$ cat config.mk
export PLATFORM = sky130hd
export DESIGN_NAME = tdm_demultiplexer
export DESIGN_NICKNAME = d
export VERILOG_FILES = /design/src/rtl/tdm_demux_pkg.sv /design/src/rtl/tdm_lane_counter.sv /design/src/rtl/tdm_demultiplexer.sv
export SDC_FILE = /design/constraint.sdc
export NUM_CORES = 1
export LEC_CHECK = 0
export CORE_MARGIN = 2
export CORE_UTILIZATION = 44
export CTS_CLUSTER_DIAMETER = 60
export DETAILED_ROUTE_END_ITERATION = 16
export GPL_TIMING_DRIVEN = 0
export PLACE_DENSITY = 0.85
export SLEW_MARGIN = 10
export SYNTH_ARGS = -nofsm -noshare
export SYNTH_HDL_FRONTEND = slang
export SYNTH_SLANG_ARGS = --single-unit
$ cat constraint.sdc
create_clock -name CLK -period 1.6 [get_ports CLK]
set_clock_uncertainty 0.2 [all_clocks]
set_input_delay 0.24 -clock CLK [delete_from_list [all_inputs] [get_ports CLK]]
set_output_delay 0.24 -clock CLK [all_outputs]
set_load 0.02 [all_outputs]
$ cat src/rtl/tdm_demux_pkg.sv
// Shared definitions for the TDM demultiplexer.
//   state_t  : frame-assembly FSM state (IDLE waits for SOF, COLLECT fills lanes)
//   lane_lsb : least-significant bit position of lane k in the packed output word
package tdm_demux_pkg;

  typedef enum logic {
    IDLE    = 1'b0,
    COLLECT = 1'b1
  } state_t;

  function automatic int lane_lsb(input int k, input int width);
    return k * width;
  endfunction

endpackage

$ cat src/rtl/tdm_lane_counter.sv
// Lane index counter for frame assembly.
//   clk, rst_n : clock, synchronous active-low reset (count returns to 0)
//   inc        : advance to the next lane
//   load1      : force count to 1 (lane 0 was just written by a SOF beat)
//   clr        : return to 0 (frame complete)
//   cnt        : current lane index
//   last       : cnt is the final lane of the frame
// Priority is clr > load1 > inc; the controller never asserts more than one.
module tdm_lane_counter
  import tdm_demux_pkg::*;
#(
  parameter int LANES = 4,
  parameter int CW    = $clog2(LANES)
) (
  input  logic          clk,
  input  logic          rst_n,
  input  logic          inc,
  input  logic          load1,
  input  logic          clr,
  output logic [CW-1:0] cnt,
  output logic          last
);

  logic [CW-1:0] cnt_q;
  logic [CW-1:0] cnt_d;

  always_comb begin
    cnt_d = cnt_q;
    if (clr) begin
      cnt_d = '0;
    end else if (load1) begin
      cnt_d = CW'(1);
    end else if (inc) begin
      cnt_d = cnt_q + CW'(1);
    end
  end

  always_ff @(posedge clk) begin
    if (!rst_n) begin
      cnt_q <= '0;
    end else begin
      cnt_q <= cnt_d;
    end
  end

  assign cnt  = cnt_q;
  assign last = (cnt_q == CW'(LANES - 1));

endmodule

$ cat src/rtl/tdm_demultiplexer.sv
// Time-division demultiplexer: gathers LANES consecutive WIDTH-bit beats,
// framed by a start-of-frame marker, into one registered parallel word.
//   CLK, RST_N : clock, synchronous active-low reset
//   IN_VALID   : beat present on IN_DATA (always consumed, no backpressure)
//   IN_SOF     : the valid beat is lane 0 of a new frame
//   IN_DATA    : beat payload
//   OUT_DATA   : last complete frame, lane k at [k*WIDTH +: WIDTH]
//   OUT_VALID  : one-cycle pulse, OUT_DATA just updated
//   ERR_SHORT  : one-cycle pulse, partial frame aborted by an early SOF
//   DBG_STATE  : current FSM state (0 = IDLE, 1 = COLLECT)
// Handshake: a beat transfers on every rising edge where IN_VALID is high;
// there is no ready, so the source never stalls. Outputs are all flops.
module tdm_demultiplexer
  import tdm_demux_pkg::*;
#(
  parameter int WIDTH = 8,
  parameter int LANES = 4
) (
  input  logic                   CLK,
  input  logic                   RST_N,
  input  logic                   IN_VALID,
  input  logic                   IN_SOF,
  input  logic [WIDTH-1:0]       IN_DATA,
  output logic [LANES*WIDTH-1:0] OUT_DATA,
  output logic                   OUT_VALID,
  output logic                   ERR_SHORT,
  output logic                   DBG_STATE
);

  localparam int CW = $clog2(LANES);

  state_t                   state_q, state_d;
  logic [WIDTH-1:0]         hold_q [LANES];
  logic [WIDTH-1:0]         hold_d [LANES];
  logic [LANES*WIDTH-1:0]   out_data_q, out_data_d;
  logic                     out_valid_q, out_valid_d;
  logic                     err_short_q, err_short_d;

  logic [CW-1:0]            cnt;
  logic                     cnt_last;
  logic                     cnt_inc, cnt_load1, cnt_clr;

  tdm_lane_counter #(
    .LANES (LANES),
    .CW    (CW)
  ) u_cnt (
    .clk   (CLK),
    .rst_n (RST_N),
    .inc   (cnt_inc),
    .load1 (cnt_load1),
    .clr   (cnt_clr),
    .cnt   (cnt),
    .last  (cnt_last)
  );

  // State register (with hold and output registers)
  always_ff @(posedge CLK) begin
    if (!RST_N) begin
      state_q     <= IDLE;
      out_data_q  <= '0;
      out_valid_q <= 1'b0;
      err_short_q <= 1'b0;
      for (int k = 0; k < LANES; k++) begin
        hold_q[k] <= '0;
      end
    end else begin
      state_q     <= state_d;
      out_data_q  <= out_data_d;
      out_valid_q <= out_valid_d;
      err_short_q <= err_short_d;
      for (int k = 0; k < LANES; k++) begin
        hold_q[k] <= hold_d[k];
      end
    end
  end

  // Next-state logic
  always_comb begin
    state_d = state_q;
    case (state_q)
      IDLE: begin
        if (IN_VALID && IN_SOF) state_d = COLLECT;
      end
      COLLECT: begin
        if (IN_VALID && !IN_SOF && cnt_last) state_d = IDLE;
      end
      default: state_d = IDLE;
    endcase
  end

  // Datapath / output logic
  always_comb begin
    hold_d      = hold_q;
    out_data_d  = out_data_q;
    out_valid_d = 1'b0;
    err_short_d = 1'b0;
    cnt_inc     = 1'b0;
    cnt_load1   = 1'b0;
    cnt_clr     = 1'b0;
    case (state_q)
      IDLE: begin
        // Non-SOF beats here belong to no frame and are silently dropped.
        if (IN_VALID && IN_SOF) begin
          hold_d[0] = IN_DATA;
          cnt_load1 = 1'b1;
        end
      end
      COLLECT: begin
        if (IN_VALID) begin
          if (IN_SOF) begin
            // Restart: lane 0 of the new frame overwrites the partial one.
            err_short_d = 1'b1;
            hold_d[0]   = IN_DATA;
            cnt_load1   = 1'b1;
          end else begin
            hold_d[cnt] = IN_DATA;
            if (cnt_last) begin
              // The final beat bypasses hold so the word lands this edge.
              for (int k = 0; k < LANES - 1; k++) begin
                out_data_d[lane_lsb(k, WIDTH) +: WIDTH] = hold_q[k];
              end
              out_data_d[lane_lsb(LANES - 1, WIDTH) +: WIDTH] = IN_DATA;
              out_valid_d = 1'b1;
              cnt_clr     = 1'b1;
            end else begin
              cnt_inc = 1'b1;
            end
          end
        end
      end
      default: ;
    endcase
  end

  assign OUT_DATA  = out_data_q;
  assign OUT_VALID = out_valid_q;
  assign ERR_SHORT = err_short_q;
  assign DBG_STATE = state_q;

endmodule

==> summary.txt, run 1 <==
Figures from the implementation reports.

- The register share after synthesis reads around three fifths.
- The max-slew violation total from the final report is 0.
- The overall routed net length reads around 4700 um.
- The synthesized chip area reported by yosys is just over 2000 um^2.
- Per the timing report, the most critical flop-to-flop path originates at u_cnt.cnt[1].
- In the hold report, the worst path ends at DBG_STATE.
- The run finished, with violations left.
- The average footprint of a synthesized cell is between 10 and 15 um^2.
- The share of the clock period used by the worst path is 102%.
- The checks that failed: setup timing.
- The DRC violation total after the first TritonRoute iteration reads around 130.
- The weighted congestion reported at the end of routability-driven placement is between 0.8 and 0.9.
- The worst flop-to-flop path endpoint reads hold_q[17].
- The post-route netlist has 16.8% of its cells at a drive strength greater than 1.
- By instance count after routing, the leading logic cell types are 58 x sky130_fd_sc_hd__dfxtp_1, 35 x sky130_fd_sc_hd__dlygate4sd2_1, 32 x sky130_fd_sc_hd__a22o_1.
- The global-route wire length before repair is approximately 7200 um.
- The combinational share of power is around 5.0%.
- The worst-case clock buffer depth reads 2.
- The number of flip-flops and latches in the synthesized netlist reads slightly above 60.
- Once routing completed, OpenROAD measured the worst setup slack at -0.0382 ns.
- The fraction of met3 tracks used by global routing is 8.75%.
- According to the report, the first pass of detailed routing completed in 4 iterations.
- The area fraction in mux cells is under 10%.
- For the worst setup path, the data arrival time is 1.65 ns.
- The clock transition at the registers of the reported paths reads 0.07 ns.
- The CTS buffer count is 9.
- The startpoint type of the worst setup path reads a register.
- The post-layout net count reads approximately 270.
- The synthesis report gives the async set-or-reset register share as 0%.
- The total track usage reads around a fifth.
- The worst setup path is captured at a register.
- The count of endpoints failing setup in the final report is 29.
- The layout report lists the combined flip-flop and latch area as roughly 1200 um^2.
run 1: worst max-delay path, cell delays in order (launching register included):
cell                       delay, ns
sky130_fd_sc_hd__dfxtp_4        0.36
sky130_fd_sc_hd__inv_2          0.06
sky130_fd_sc_hd__ha_1           0.13
sky130_fd_sc_hd__nand4b_1       0.31
sky130_fd_sc_hd__buf_4          0.27
sky130_fd_sc_hd__nand3_1        0.09
sky130_fd_sc_hd__o21ai_0        0.11
run 1: cells in the mapped netlist (all sizes together) (2+ instances only):
library cell  instances  area, um^2
a22o                 32         280
nor2                  2        7.51
nand4b                3        26.3
ha                    4        50.1
nand2                21        78.8
clkbuf                5        18.8
inv                   3        11.3
nand3                16        80.1
o21ai                16        80.1
mux2i                 8        80.1
dfxtp                61        1220
buf                   8        58.8
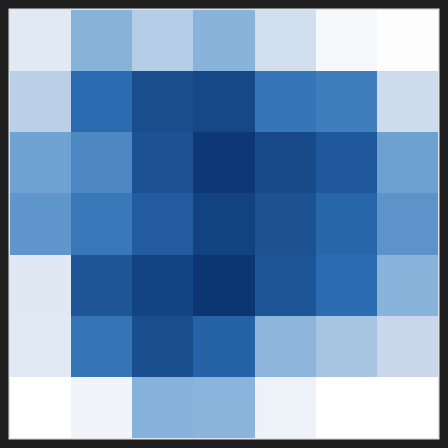
Figure 1: run 1, cell density map.
The die is cut into 7 by 7 equal tiles; white is low, dark blue is high, 0 to 100% covered.
- mean over tiles: 54%
- nearly empty tiles: 8.2%
- emptiest ninth of the die: lower right
- densest ninth of the die: center

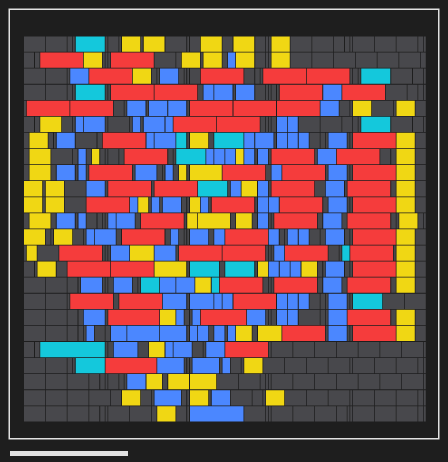
Figure 2: run 1, placed cells, one color a class.
The bar under the picture is 20 um long. Fill, decap, tap and diode cells in gray.
- red: flip-flops (cells 61)
- cyan: clock drivers and dummy loads (cells 16)
- yellow: other buffers and delay cells (cells 66)
- blue: all other logic (cells 113)
final instance area: 2870 um^2
row count: 24
sequential share of cell area: 42.9%
core area: 4440 um^2

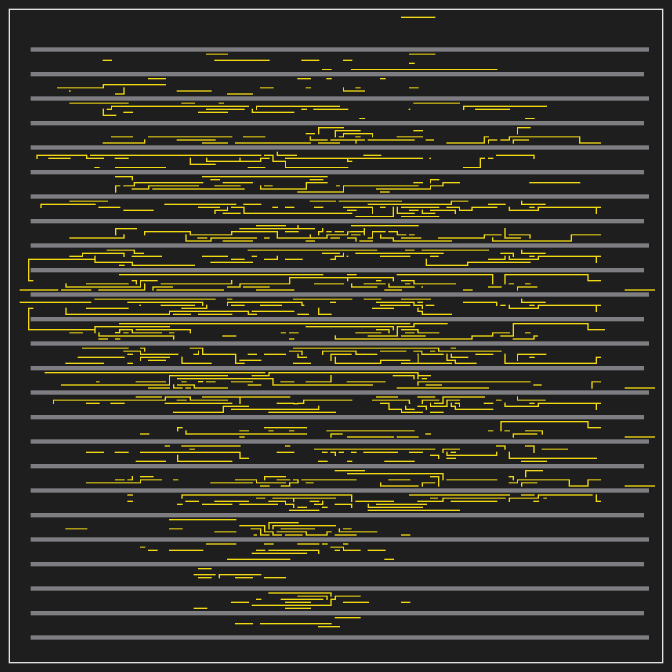
Figure 3: run 1, M1 wires.
Supply wires on this layer in gray.
- share of all routed wire: 46%
- wire length on this layer: 2150 um
- nets with wire on the layer: 239

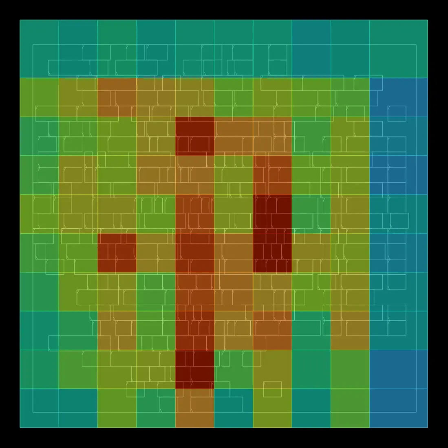
Figure 4: run 1, routing congestion.
final core utilization: 64.6%
final routed wire length divided by cell count: 15.3 um
met2 usage in global routing: 28.7%
grt met1 use: 23.2%
layer with the highest usage after global routing: met2

==> run 2: changes to the inputs <==
--- a/config.mk
+++ b/config.mk
@@ -6,11 +6,12 @@
 export NUM_CORES = 1
 export LEC_CHECK = 0
 export CORE_MARGIN = 2
-export CORE_UTILIZATION = 44
+export CORE_UTILIZATION = 46
+export CTS_BUF_LIST = sky130_fd_sc_hd__clkbuf_8
 export CTS_CLUSTER_DIAMETER = 60
 export DETAILED_ROUTE_END_ITERATION = 16
 export GPL_TIMING_DRIVEN = 0
-export PLACE_DENSITY = 0.85
+export PLACE_DENSITY = 0.88
 export SLEW_MARGIN = 10
 export SYNTH_ARGS = -nofsm -noshare
 export SYNTH_HDL_FRONTEND = slang
==> run 2 against run 1 <==
The flow now finishes without violations. Worst setup slack better by 0.051 ns. Global-route usage is 0.24 points higher. Sequential power about the same. Core utilization up 1.2 points. Cell area shrank 0.83%. Critical path type unchanged. Critical endpoint is now u_cnt.cnt[1]. Largest cell class unchanged.
==> summary.txt, run 2 <==
Figures from the implementation reports.

- The total track usage came to 19.1% (+0.24 points).
- The number of flip-flops and latches in the synthesized netlist reads 61 (unchanged).
- The main area contributors are sky130_fd_sc_hd__dfxtp_1 59%, sky130_fd_sc_hd__a22o_1 14%, sky130_fd_sc_hd__mux2i_1 3.9%.
- The capture endpoint of the worst hold path is DBG_STATE.
- The data arrival time at the worst-slack endpoint reads 1.62 ns (-0.03 ns).
- The register share after synthesis reads 59.3% (unchanged).
- The highest-delay cell along the critical path is sky130_fd_sc_hd__dfxtp_4.
- The overall routed net length reads 4750 um (+1.0%).
- The count of endpoints failing setup in the final report came to 0 (-100%).
- The proportion of netlist area held by the largest area contributor came to 59.3% (unchanged).
- The library cells used most frequently in the layout, excluding fill and tap cells, are 58 x sky130_fd_sc_hd__dfxtp_1, 35 x sky130_fd_sc_hd__dlygate4sd2_1, 32 x sky130_fd_sc_hd__a22o_1.
- The worst-case clock buffer depth reads 2 (unchanged).
- The combined buffer and inverter count along the critical path is 0 (-2).
- The combinational share of power is 4.9% (about the same).
- The flow ran to the end, and the final reports show no timing, DRC or antenna violations.
- The worst flop-to-flop path endpoint reads u_cnt.cnt[1].
- The startpoint type of the worst setup path is a register.
- The share of the clock period used by the worst path is 99.2% (-3.2 points).
- The max-slew violation total from the final report came to 0 (unchanged).
- The longest individual stage delay on the worst path is 0.36 ns (about the same).
- The family with the most delay on the worst path is simple AND/OR/NAND/NOR gates.
- The total number of placement rows is 24 (unchanged).
- The clock transition at the registers of the reported paths is 0.06 ns (about the same).
- The global-route wire length before repair is 7340 um (+1.4%).
- The post-layout net count is 266 (-0.37%).
run 2: cell counts after synthesis:
Identical to the previous run, type by type.
run 2: stage by stage:
| step | setup slack, ns | hold slack (ns) | cell area, um^2 | std cells |
|---|---|---|---|---|
| floorplan | 0.00179 | 0.165 | 2060 | 187 |
| global placement | -0.372 | 0.245 | 2580 | 284 |
| detailed placement | -0.427 | 0.255 | 2580 | 284 |
| CTS | -0.00603 | 0.0340 | 2770 | 302 |
| global route | -0.0342 | 0.0943 | 2850 | 306 |
| finish | 0.0132 | 0.0881 | 2850 | 306 |
run 2: metal layers:
layer	GRT usage [%]	share of wire (%)
met4	8.18	1.8
met5	0	0
met3	8.55	7.3
met1	25.0	44
met2	27.2	47
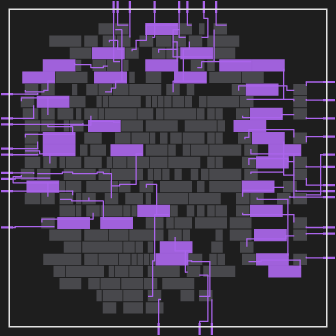
Figure 5: run 2, nets reached from selected ports.
- purple: OUT_DATA (bits 32; direction output; edge 12 right, 9 left, 8 top, 3 bottom; end cells 32; wire 749 um)
buffers added on ports: 45
boundary pin count: 47

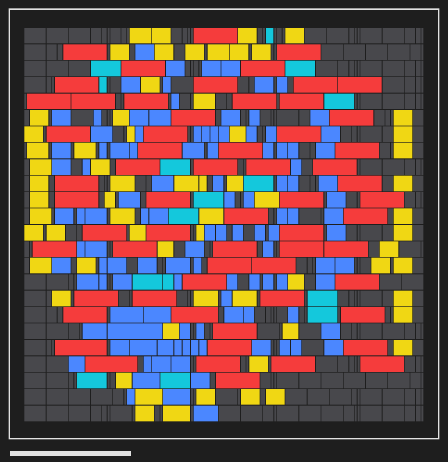
Figure 6: run 2, placed cells, one color a class.
The bar under the picture is 20 um long. Fill, decap, tap and diode cells in gray.
- cyan: clock drivers and dummy loads (cells 15)
- red: flip-flops (cells 61)
- yellow: other buffers and delay cells (cells 65)
- blue: all other logic (cells 113)
final instance area: 2850 um^2
final core utilization: 65.8%

==> run 3: changes to the inputs <==
--- a/config.mk
+++ b/config.mk
@@ -12,7 +12,9 @@
 export DETAILED_ROUTE_END_ITERATION = 16
 export GPL_TIMING_DRIVEN = 0
 export PLACE_DENSITY = 0.88
+export SETUP_SLACK_MARGIN = 0.1
 export SLEW_MARGIN = 10
 export SYNTH_ARGS = -nofsm -noshare
 export SYNTH_HDL_FRONTEND = slang
 export SYNTH_SLANG_ARGS = --single-unit
+export TNS_END_PERCENT = 1
==> run 3 against run 2 <==
The run now ends with setup timing left. Routed wire length decreased by 1.9%. Register-to-register slack got worse by 0.08 ns. Area after synthesis unchanged. Fmax decreased by 4.9%. Critical path depth increased by 2. Highest routed layer unchanged.
==> summary.txt, run 3 <==
Figures from the implementation reports.

- The checks that failed: setup timing.
- The combinational share of power reads 4.7% (-0.2 points).
- The worst-case clock buffer depth reads 2 (unchanged).
- The proportion of netlist area held by the largest area contributor was 59.3% (unchanged).
- The run finished, with violations left.
- The register share after synthesis came to 59.3% (unchanged).
- The longest individual stage delay on the worst path was 0.37 ns (about the same).
- The count of endpoints failing setup in the final report reads 30 (+30).
- The final hold slack is 0.0627 ns (-0.0254 ns).
- For reference, the top cells by area after synthesis are sky130_fd_sc_hd__dfxtp_1 59%, sky130_fd_sc_hd__a22o_1 14%, sky130_fd_sc_hd__mux2i_1 3.9%.
- The worst setup margin is -0.0686 ns (-0.0819 ns).
- Grouping stages by cell kind, the critical path spends the most delay in flip-flops.
- The combined buffer and inverter count along the critical path was 2 (+2).
- The data arrival time at the worst-slack endpoint was 1.68 ns (+0.06 ns).
- The met1 wire length reads 1960 um (-6.4%).
- The clock transition at the registers of the reported paths is 0.06 ns (about the same).
- The total met3 wirelength after detailed routing is 365 um (+5.2%).
- The number of port buffers is 45 (unchanged).
- The number of instances in the placed design is 284 (unchanged).
- The amount of wire on met2 after detailed routing reads 2300 um (+3.4%).
- The met2 track demand over resource in global routing was 31.6% (+4.4 points).
- The post-route core utilization reads 65.0% (-0.81 points).
- The total number of placement rows is 24 (unchanged).
- The max-slew violation total from the final report reads 0 (unchanged).
-- run 3: cell counts after synthesis --
No cell type changed its count.
-- run 3: kinds of logic (layout without fill, tap and decap cells) --
logic type               Yosys count  in the layout  share of synthesized area, %
multiplexers                       9              9                          4.44
adder cells (fa/ha/maj)            4              4                          2.43
AND/OR/NAND/NOR                   45             45                          10.6
buffers and inverters             16             77                          4.32
AND-OR/OR-AND                     51             51                          18.5
XOR/XNOR                           1              1                         0.426
flip-flops                        61             61                          59.3
-- run 3: final timing paths --
path,to,cells past startpoint
worst min-delay path,DBG_STATE,3
worst max register to register,OUT_DATA[27],6
worst max-delay path,OUT_DATA[27],6
worst min register to register,hold_q[29],2
-- run 3: worst min-delay path: cells and delay by family --
family | cells | cell delay, ns
AOI/OAI and AO/OA | 1 | 0.05
buffers and inverters | 2 | 0.26
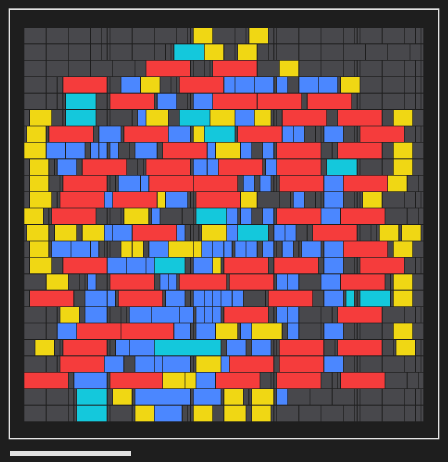
Figure 7: run 3, placed cells, one color a class.
The bar under the picture is 20 um long. Fill, decap, tap and diode cells in gray.
final instance area: 2810 um^2
core area: 4320 um^2

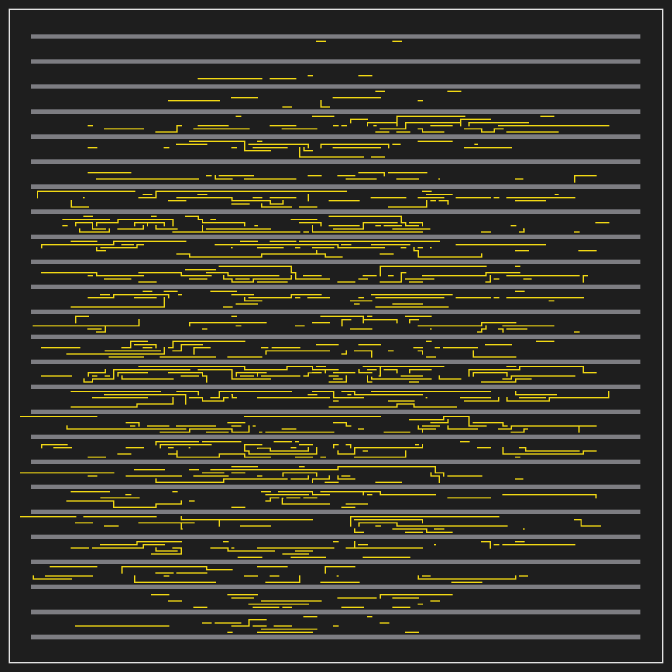
Figure 8: run 3, M1 wires.
Supply wires on this layer in gray.
sum of routed wire length over all layers: 4660 um
grt met1 use: 24.3%
via count: 1630

No activity file was given, so power comes from the tool's default toggle rates.
